**Run 1: sequential cells grouped by signal name**

The bar under the picture is 10 um long. Other sequential cells in the stronger gray, the rest of the logic in the fainter gray.
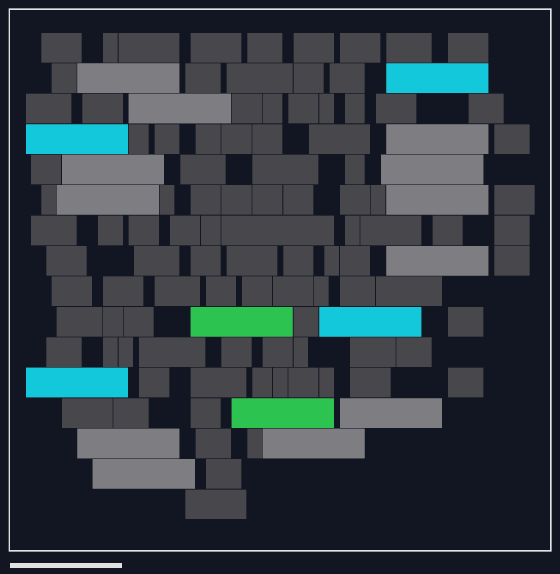
**Run 1: wiring by layer**

Only two layers are drawn.
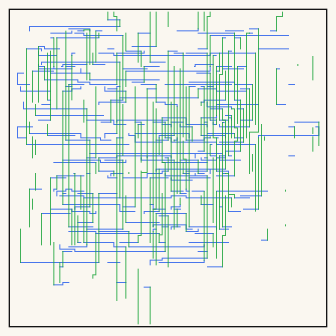
**Run 1: clock routing**

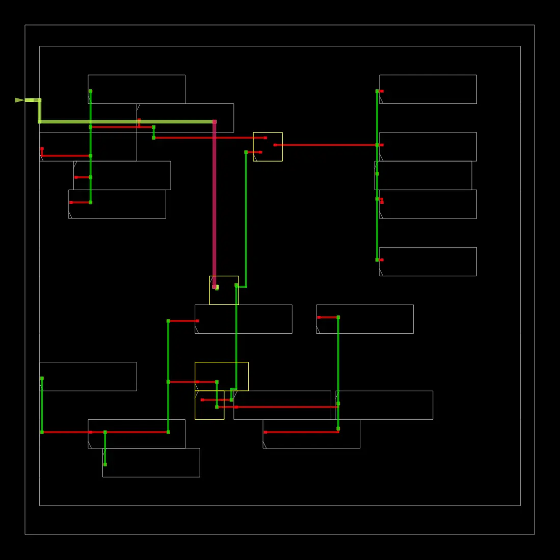
**config.mk**
```make
export PLATFORM = sky130hd
export DESIGN_NAME = jk_excitation_driver_flat
export DESIGN_NICKNAME = d
export VERILOG_FILES = /design/src/rtl/jk_excitation_driver_pkg.sv /design/src/rtl/jk_excitation_driver_if.sv /design/src/rtl/jk_excitation_driver_excite_bit.sv /design/src/rtl/jk_excitation_driver.sv /design/src/flat_wrapper.sv
export SDC_FILE = /design/constraint.sdc
export NUM_CORES = 1
export LEC_CHECK = 0
export CORE_UTILIZATION = 40
export DETAILED_ROUTE_END_ITERATION = 10
export GPL_ROUTABILITY_DRIVEN = 0
export PLACE_DENSITY = 0.72
export RECOVER_POWER = 100
export SLEW_MARGIN = 10
export SYNTH_ARGS = -nofsm -noshare
export SYNTH_HDL_FRONTEND = slang
export SYNTH_SLANG_ARGS = --single-unit
```
**constraint.sdc**
```tcl
create_clock -name clk -period 1.4 [get_ports clk]
set_input_delay 0.28 -clock clk [delete_from_list [all_inputs] [get_ports clk]]
set_output_delay 0.28 -clock clk [all_outputs]
set_load 0.01 [all_outputs]
```
**src/rtl/jk_excitation_driver_pkg.sv**
```systemverilog
// Shared types and constants for the JK excitation driver.
//   state_t            : controller states (IDLE / APPLY / WAIT)
//   DC_HOLD_SET_RESET  : excitation mode 0, per-bit hold/set/reset codes
//   DC_TOGGLE          : excitation mode 1, per-bit toggle code on mismatch
package jk_excitation_driver_pkg;

  typedef enum logic [1:0] {
    ST_IDLE  = 2'd0,
    ST_APPLY = 2'd1,
    ST_WAIT  = 2'd2
  } state_t;

  localparam logic DC_HOLD_SET_RESET = 1'b0;
  localparam logic DC_TOGGLE         = 1'b1;

endpackage

```
**src/rtl/jk_excitation_driver_if.sv**
```systemverilog
// Target handshake and status bundle of the JK excitation driver.
//   tgt_valid / tgt_ready / tgt_data : target word offer and acceptance
//   busy / done / err                : operation status and completion pulses
// master = target source, slave = jk_excitation_driver.
interface jk_excitation_driver_if #(
  parameter int W = 4
);
  logic         tgt_valid;
  logic         tgt_ready;
  logic [W-1:0] tgt_data;
  logic         busy;
  logic         done;
  logic         err;

  modport master (output tgt_valid, tgt_data, input tgt_ready, busy, done, err);
  modport slave  (input tgt_valid, tgt_data, output tgt_ready, busy, done, err);
endinterface

```
**src/rtl/jk_excitation_driver_excite_bit.sv**
```systemverilog
// jk_excite_bit: combinational excitation for one JK flop.
//   c    : current Q of the flop
//   t    : requested Q
//   mode : DC_HOLD_SET_RESET or DC_TOGGLE
//   j, k : excitation that moves c to t on the next master/slave transfer
module jk_excite_bit
  import jk_excitation_driver_pkg::*;
(
  input  logic c,
  input  logic t,
  input  logic mode,
  output logic j,
  output logic k
);

  always_comb begin
    j = 1'b0;
    k = 1'b0;
    if (c != t) begin
      if (mode == DC_TOGGLE) begin
        j = 1'b1;
        k = 1'b1;
      end else begin
        j = t;
        k = ~t;
      end
    end
  end

endmodule

```
**src/rtl/jk_excitation_driver.sv**
```systemverilog
// jk_excitation_driver: drives a bank of W master-slave JK flops to a target
// word, checks the Q readback after settling, and retries on mismatch.
//   clk, rst_n : system clock, async active-low reset
//   tgt        : target handshake + busy/done/err status (slave modport)
//   j, k       : registered excitation to the flop bank (zero outside APPLY)
//   q_fb       : Q readback from the flop bank
//
// state    | meaning
// ---------+---------------------------------------------------------
// ST_IDLE  | ready for a target, j/k = 0
// ST_APPLY | j/k presented for one cycle; bank master samples on exit
// ST_WAIT  | j/k = 0, count SETTLE edges, then compare q_fb to target
module jk_excitation_driver
  import jk_excitation_driver_pkg::*;
#(
  parameter int W         = 4,
  parameter int SETTLE    = 1,
  parameter int MAX_RETRY = 2,
  parameter int DC_MODE   = 0
) (
  input  logic                    clk,
  input  logic                    rst_n,
  jk_excitation_driver_if.slave   tgt,
  output logic [W-1:0]            j,
  output logic [W-1:0]            k,
  input  logic [W-1:0]            q_fb
);

  localparam int   RW   = (MAX_RETRY > 0) ? $clog2(MAX_RETRY + 1) : 1;
  localparam int   SW   = (SETTLE > 1) ? $clog2(SETTLE) : 1;
  localparam logic MODE = (DC_MODE == 1) ? DC_TOGGLE : DC_HOLD_SET_RESET;

  state_t          state, state_n;
  logic [W-1:0]    target, target_n;
  logic [W-1:0]    j_n, k_n;
  logic [RW-1:0]   retry, retry_n;
  logic [SW-1:0]   settle, settle_n;
  logic            done_q, done_n;
  logic            err_q, err_n;

  // In IDLE the excitation is computed from the incoming word; on a retry
  // it is recomputed from the latched target against the live readback.
  logic [W-1:0]    ex_t, ex_j, ex_k;

  assign ex_t = (state == ST_IDLE) ? tgt.tgt_data : target;

  for (genvar i = 0; i < W; i++) begin : g_bit
    jk_excite_bit u_bit (
      .c    (q_fb[i]),
      .t    (ex_t[i]),
      .mode (MODE),
      .j    (ex_j[i]),
      .k    (ex_k[i])
    );
  end

  always_ff @(posedge clk or negedge rst_n) begin
    if (!rst_n) begin
      state  <= ST_IDLE;
      target <= '0;
      j      <= '0;
      k      <= '0;
      retry  <= '0;
      settle <= '0;
      done_q <= 1'b0;
      err_q  <= 1'b0;
    end else begin
      state  <= state_n;
      target <= target_n;
      j      <= j_n;
      k      <= k_n;
      retry  <= retry_n;
      settle <= settle_n;
      done_q <= done_n;
      err_q  <= err_n;
    end
  end

  always_comb begin
    state_n  = state;
    target_n = target;
    j_n      = '0;
    k_n      = '0;
    retry_n  = retry;
    settle_n = settle;
    done_n   = 1'b0;
    err_n    = 1'b0;
    case (state)
      ST_IDLE: begin
        if (tgt.tgt_valid) begin
          target_n = tgt.tgt_data;
          j_n      = ex_j;
          k_n      = ex_k;
          retry_n  = '0;
          state_n  = ST_APPLY;
        end
      end
      ST_APPLY: begin
        settle_n = '0;
        state_n  = ST_WAIT;
      end
      ST_WAIT: begin
        if (settle == SW'(SETTLE - 1)) begin
          if (q_fb == target) begin
            done_n  = 1'b1;
            state_n = ST_IDLE;
          end else if (retry < RW'(MAX_RETRY)) begin
            retry_n = retry + RW'(1);
            j_n     = ex_j;
            k_n     = ex_k;
            state_n = ST_APPLY;
          end else begin
            done_n  = 1'b1;
            err_n   = 1'b1;
            state_n = ST_IDLE;
          end
        end else begin
          settle_n = settle + SW'(1);
        end
      end
      default: state_n = ST_IDLE;
    endcase
  end

  // Gated with rst_n so a source never sees ready while reset is held.
  assign tgt.tgt_ready = rst_n & (state == ST_IDLE);
  assign tgt.busy      = (state != ST_IDLE);
  assign tgt.done      = done_q;
  assign tgt.err       = err_q;

endmodule

```
**src/flat_wrapper.sv**
```systemverilog
// flat-port wrapper written by rule: the top's interface ports become plain ports
module jk_excitation_driver_flat import jk_excitation_driver_pkg::*;
#(
  parameter int W         = 4,
  parameter int SETTLE    = 1,
  parameter int MAX_RETRY = 2,
  parameter int DC_MODE   = 0
)
  (clk, rst_n, j, k, q_fb, tgt_tgt_valid, tgt_tgt_data, tgt_tgt_ready, tgt_busy, tgt_done, tgt_err);
  jk_excitation_driver_if #(.W(W)) tgt_i ();
  input  logic clk;
  input  logic rst_n;
  output logic [W-1:0] j;
  output logic [W-1:0] k;
  input  logic [W-1:0] q_fb;
  input wire logic [$bits(tgt_i.tgt_valid)-1:0] tgt_tgt_valid;
  input wire logic [$bits(tgt_i.tgt_data)-1:0] tgt_tgt_data;
  output wire logic [$bits(tgt_i.tgt_ready)-1:0] tgt_tgt_ready;
  output wire logic [$bits(tgt_i.busy)-1:0] tgt_busy;
  output wire logic [$bits(tgt_i.done)-1:0] tgt_done;
  output wire logic [$bits(tgt_i.err)-1:0] tgt_err;
  assign tgt_i.tgt_valid = tgt_tgt_valid;
  assign tgt_i.tgt_data = tgt_tgt_data;
  assign tgt_tgt_ready = tgt_i.tgt_ready;
  assign tgt_busy = tgt_i.busy;
  assign tgt_done = tgt_i.done;
  assign tgt_err = tgt_i.err;
  jk_excitation_driver #(.W(W), .SETTLE(SETTLE), .MAX_RETRY(MAX_RETRY), .DC_MODE(DC_MODE)) u_core (.clk(clk), .rst_n(rst_n), .tgt(tgt_i), .j(j), .k(k), .q_fb(q_fb));
endmodule
```
==> run summary, run 1 <==
Implementation numbers.

- The flow ran to the end, but the final reports show violations.
- The checks that failed: setup timing.
- The fraction of the mapped netlist area in adder cells is 0.
- The number of failing setup endpoints in the final timing report is 15.
- The area used by multi-input combinational logic is between 400 and 500 um^2.
- Traced cell by cell, the critical path runs through clkdlybuf4s50_1 -> xor2_1 -> o41ai_4 -> buf_4 -> a221oi_1.
- The overall chip area is roughly 2300 um^2.
- The leakage power summed over all cells is about 0.67 nW.
- The area of the mapped netlist is ~860 um^2.
- The global routing usage summed across all routing layers is 0.193.
- Buffers inserted to repair hold after CTS numbered 0.
- The largest stage delay on the critical path is just over 0.5 ns.
- Looking at area per cell type in the netlist, the leader is sky130_fd_sc_hd__dfrtp_1.
- The iteration tally of the first detailed-router pass is 4.
- The share of the core area taken by cells at floorplan is 0.432.
- The combinational power reported by the tool is between 1.5 and 2 mW.
- The worst hold path endpoint is u_core.j[1]$_DFF_PN0_.
- The portion of total power attributed to the clock network is 0.111.
- Post-synthesis, Yosys gives the total cell area as around 860 um^2.
- For reference, the top logic cell family by area is AND-OR/OR-AND gates.
- Yosys reports the multiplexer fraction of the synthesized area as 0.0643.
- The total wire length after detailed routing is roughly 2.2 mm.
- The data required time reported for the critical path is 1.59 ns.
- After detailed routing, the number of remaining DRC violations is 0.
- The classification of the worst setup path is in2reg.
- The power density normalized to cell area is between 2000 and 2500 nW/um^2.
- Per the slew report, the remaining headroom to the max-slew limit stands at 0.697.
- Clock network power for this build is between 0.3 and 0.4 mW.
- The depth of the worst register-to-register path is 4.
- The clock latency on the worst-skew pair is 0.29 ns.
- Synthesis produced a netlist with a net count of 84.
- The destination of the critical timing path is u_core.j[2]$_DFF_PN0_.
- The number of antenna repair diodes is 0.
- The number of nets in the layout is about 130.
- Of the post-synthesis cell area, the dominant cell type holds 0.526.
- In this run the remaining antenna-violating nets after routing total 0.
- The post-synthesis register bit count is 18.
- TritonCTS built the clock tree.
- The filler cells instantiated in the layout total roughly 160.
- The count of warnings emitted by yosys is 0.
- After synthesis, the netlist uses 22 different library cells.
- Counting every sink on the clock net gives 18.
- In the CTS report, the clock slew at the register clock pins of the worst setup and hold paths is listed as about 0.10 ns.
- The post-layout worst setup margin is -0.123 ns.
- The die span in x is 48.3 um.
- The endpoint kind of the worst setup timing path is a register.
- TritonRoute output was used to compute an average wire per cell of around 15 um.
- The worst hold slack after final layout is between 0.3 and 0.4 ns.
- The power report attributes to the sequential group a share of 0.294.
- The type of the most critical hold path is in2reg.
- In the final layout, the share of cells above drive strength 1 is 0.436.
About 'sequential cells grouped by signal name':
cyan -> u_core.target  # flops 4
green -> u_core.retry  # flops 2
fraction of area in registers: 0.337
sequential logic power: 0.827 mW
post-layout util: 0.674
combined flip-flop and latch cell area: 450 um^2

About 'wiring by layer':
green -> M2  # wire length 1160 um
blue -> M1  # wire length 918 um

About 'clock routing':
Clock Buffer Count: 4
number of buffers inserted during clock tree synthesis: 3

run 1: per-layer routing:
| layer | wire [um] | GRT usage | vias to the layer above |
|---|---|---|---|
| met1 | 917 | 0.231 | 365 |
| met5 | 0 | 0 | - |
| met2 | 1160 | 0.317 | 24 |
| met3 | 86 | 0.0333 | 2 |
| met4 | 15 | 0.128 | 0 |
| li1 | - | - | 343 |
run 1: Yosys cell counts, drive strengths merged:
library cell,count
mux2i,1
and2b,1
o21ai,5
buf,4
nor2b,1
nand2,8
dfrtp,18
nor3b,1
inv,6
a221oi,4
a21bo,4
a211oi,4
and2,1
o41ai,2
nor4,1
nor2,2
or3b,1
xor2,4
o21a,1
mux2,4
run 1: layout make-up:
cell class,count,share of cell area
inverters,6,0.0169
well taps,27,0.0253
multi-input cells,45,0.310
clock buffers,4,0.0272
flip-flops and latches,18,0.337
repair buffers,44,0.284
run 1: cells by family after synthesis:
family	count (synthesis)
muxes	5
AOI/OAI and AO/OA	20
DFF	18
buffers and inverters	10
xor gates and xnor gates	4
and+or+nand+nor	16
run 1: flip-flops by register name, indices dropped and copies added (netlist names):
register and flops:
u_core.tgt.done 1, u_core.tgt.err 1, u_core.k 4, u_core.j 4, u_core.state 2, u_core.retry 2
u_core.target 4
run 1: worst register-to-register path, delay by kind of cell (launching register included):
| kind | cells | cell delay [ns] |
|---|---|---|
| AND-OR/OR-AND | 1 | 0.38 |
| XOR/XNOR | 1 | 0.19 |
| buffers and inverters | 1 | 0.21 |
| flip-flops | 1 | 0.43 |
| multiplexers | 1 | 0.19 |
run 1: repair_timing:
item | 4_1_cts | 5_1_grt
setup buffers | 1 | 2
gates resized | 31 | 12
pin swaps | 2 | 5
gates cloned | 1 | 0
endpoints found under the setup margin | 28 | 18
**Run 1: wires at chosen ports, followed through buffers**

The bar under the picture is 10 um long.
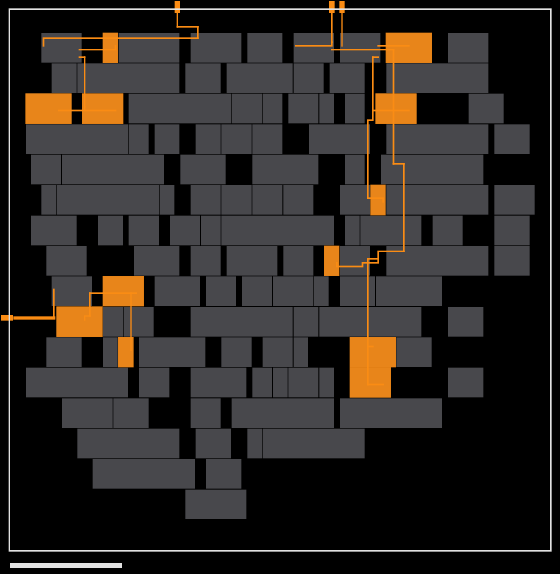

==> run 2: changes to the inputs <==
CORE_UTILIZATION = 25   (was 40)
PLACE_DENSITY = 0.55   (was 0.72)
**Run 2: wires at chosen ports, followed through buffers**

The bar under the picture is 20 um long.
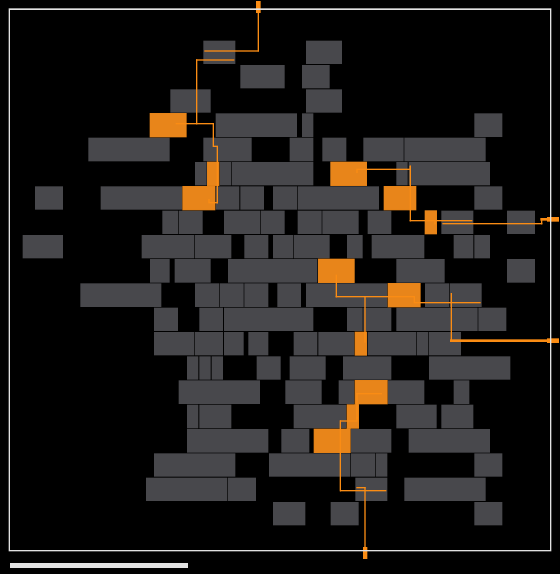
orange -> tgt_tgt_data  # bits 4, direction input, end cells 12, buffers 4, wire 137 um
IO Pins: 23
# port buffers: 22

==> run 2 against run 1 <==
The run still ends with setup timing left. Hold slack lost 0.0070 ns. Critical endpoint is now u_core.target[1]$_DFFE_PN0P_. Highest routed layer unchanged. Global-route usage is 5.9 points lower. Routed wire length down 5.4%. Design area grew 7.3%. Clock power is 4% higher. Clock skew barely moved. Largest power group unchanged.
==> run summary, run 2 <==
Implementation numbers.

- The tally of unique sky130hd cells used after synthesis is 22 (unchanged).
- The post-synthesis average cell area came to 11.7 um^2 (unchanged).
- The worst hold slack after final layout is 0.339 ns (was 0.346 ns).
- The TritonCTS buffer count came to 3 (unchanged).
- The maximum number of pins on one net before global-route repair is 19 (unchanged).
- The post-synthesis register bit count is 18 (unchanged).
- The CTS clock-pin slew for the worst setup and hold paths is 0.10 ns (about the same).
- The total wire length after detailed routing is 2.06 mm (was 2.18 mm).
- The number of synthesized flops with an enable pin came to 0 (unchanged).
- The cell type with the highest aggregate area in the netlist is sky130_fd_sc_hd__dfrtp_1 (unchanged).
- The destination of the critical timing path is u_core.target[1]$_DFFE_PN0P_ (was u_core.j[2]$_DFF_PN0_).
- The total count of max-transition violations in the final report is 0 (unchanged).
- The share of layout cells above drive strength 1 came to 0.483 (was 0.436).
- The leading register cell type out of synthesis is sky130_fd_sc_hd__dfrtp_1 (unchanged).
- The leakage power summed over all cells is 0.697 nW (was 0.669 nW).
- The proportion of synthesized flip-flops having asynchronous set or reset is 1.00 (unchanged).
- Registers with the highest flip-flop counts: u_core.j (4), u_core.k (4), u_core.target (4) (unchanged).
- The antenna violation net count after detailed routing was 0 (unchanged).
- The worst hold path endpoint is u_core.j[1]$_DFF_PN0_ (unchanged).
- The maximum operating frequency is 0.630 GHz (was 0.656 GHz).
- The sink count of the clock tree is 18 (unchanged).
- The sequential fraction of the synthesis area is 0.526 (unchanged).
- The type of the most critical hold path was in2reg (unchanged).
- The classification of the worst setup path is reg2reg (was in2reg).
- The number of inserted filler cells in the final layout came to 302 (was 155).
- The clock latency on the worst-skew pair was 0.29 ns (about the same).
- The die span in x is 60.5 um (was 48.3 um).
- The library cell with the highest instance count after synthesis is sky130_fd_sc_hd__dfrtp_1 (unchanged).
- The number of failing setup endpoints in the final timing report is 15 (unchanged).
- The global routing usage summed across all routing layers was 0.134 (was 0.193).
- The number of nets in the layout is 132 (was 129).
- The summed standard-cell area reported by yosys is 856 um^2 (unchanged).
- The power density normalized to cell area came to 2040 nW/um^2 (was 2110 nW/um^2).
- The depth of the worst register-to-register path is 5 (was 4).
- The tightest slew margin relative to the limit is 0.698 (was 0.697).
- The iteration tally of the first detailed-router pass was 3 (was 4).
- The synthesized instance count is 73 (unchanged).
- The post-layout worst setup margin is -0.188 ns (was -0.123 ns).
- Outcome: complete, but fails checks (unchanged).
- The total DRC errors in the routed layout was 0 (unchanged).
- The count of warnings emitted by yosys is 0 (unchanged).
- The endpoint kind of the worst setup timing path is a register (unchanged).
- The final cell utilization of the core is 0.455 (was 0.674).
- The total number of vias was 743 (was 734).
- The TritonCTS clock tree was done (unchanged).
- The number of hold-repair buffers added at the cts stage was 0 (unchanged).
- The routed length per placed instance came to 12.5 um (was 15.1 um).
- The data required time at the worst endpoint is 1.59 ns (about the same).
- The total cells reported by yosys after synthesis is 73 (unchanged).
- The H-tree depth reported by CTS came to 1 (unchanged).
- The area of the mapped netlist is 856 um^2 (unchanged).
- The overall chip area came to 3660 um^2 (was 2330 um^2).
- The net count of the mapped netlist is 84 (unchanged).
- The area fraction of the dominant cell type after synthesis came to 0.526 (unchanged).
- Violations in the final reports: setup timing (unchanged).
- List of most frequent post-synthesis cells: 18 x sky130_fd_sc_hd__dfrtp_1, 8 x sky130_fd_sc_hd__nand2_1, 6 x sky130_fd_sc_hd__inv_1, 5 x sky130_fd_sc_hd__o21ai_0 (unchanged).
**Run 2: sequential cells grouped by signal name**

The bar under the picture is 20 um long. Other sequential cells in the stronger gray, the rest of the logic in the fainter gray.
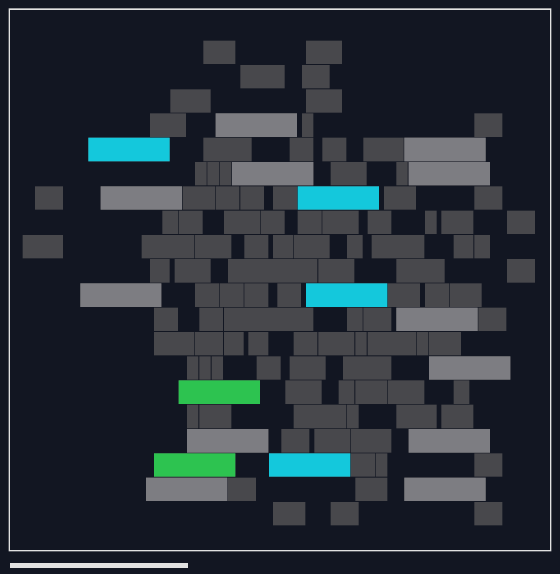
green -> u_core.retry  # flops 2
cyan -> u_core.target  # flops 4
not colored = 12

## run 2: layer usage
metal,share of wire,global-route usage,vias up
met5,0,0,-
met4,0.015,0.0617,0
met3,0.036,0.0341,4
met2,0.53,0.232,18
met1,0.42,0.156,372
li1,-,-,349
## run 2: worst max-delay path: stages, from the launching register on
cell and delay, ns:
sky130_fd_sc_hd__dfrtp_1 0.41, sky130_fd_sc_hd__buf_6 0.13, sky130_fd_sc_hd__buf_6 0.11, sky130_fd_sc_hd__or3b_4 0.42, sky130_fd_sc_hd__buf_6 0.15, sky130_fd_sc_hd__mux2_2 0.26
## run 2: what timing repair did
action | in CTS | in global routing
hold endpoints to repair | 0 | 0
pin swaps | 4 | 7
setup endpoints to repair | 27 | 17
buffers inserted | 3 | 2
gates cloned | 1 | 0
gates resized | 47 | 5
## run 2: where the power goes
part           switching, mW  leakage [nW]  internal (mW)
Combinational          0.803         0.441          0.979
Sequential             0.118         0.235          0.704
Clock                  0.166        0.0210          0.158
Total                   1.09         0.697           1.84
## run 2: area by class of cell
class                      count  area [um^2]  share of cell area
sequential                    18          450               0.314
tap                           44         55.1              0.0384
multi-input combinational     45          447               0.312
timing repair buffer          47          423               0.295
inverter                       6         22.5              0.0157
clock buffer                   4         36.3              0.0253
## run 2: cells by family (layout without fill, tap and decap cells)
group,Yosys count,in the layout,synth area share
and+or+nand+nor,16,16,0.0936
buffers and inverters,10,57,0.0716
muxes,5,5,0.0643
DFF,18,18,0.526
xor gates and xnor gates,4,4,0.0409
AOI/OAI and AO/OA,20,20,0.203
## run 2: per-stage QoR
step,power [mW],setup slack [ns]
floorplan,1.59,-0.0449
finish,2.93,-0.188
global route,3.13,-0.233
detailed placement,2.24,-0.452
CTS,2.87,-0.183
global placement,2.21,-0.433
Power and IR drop assume default switching activity.
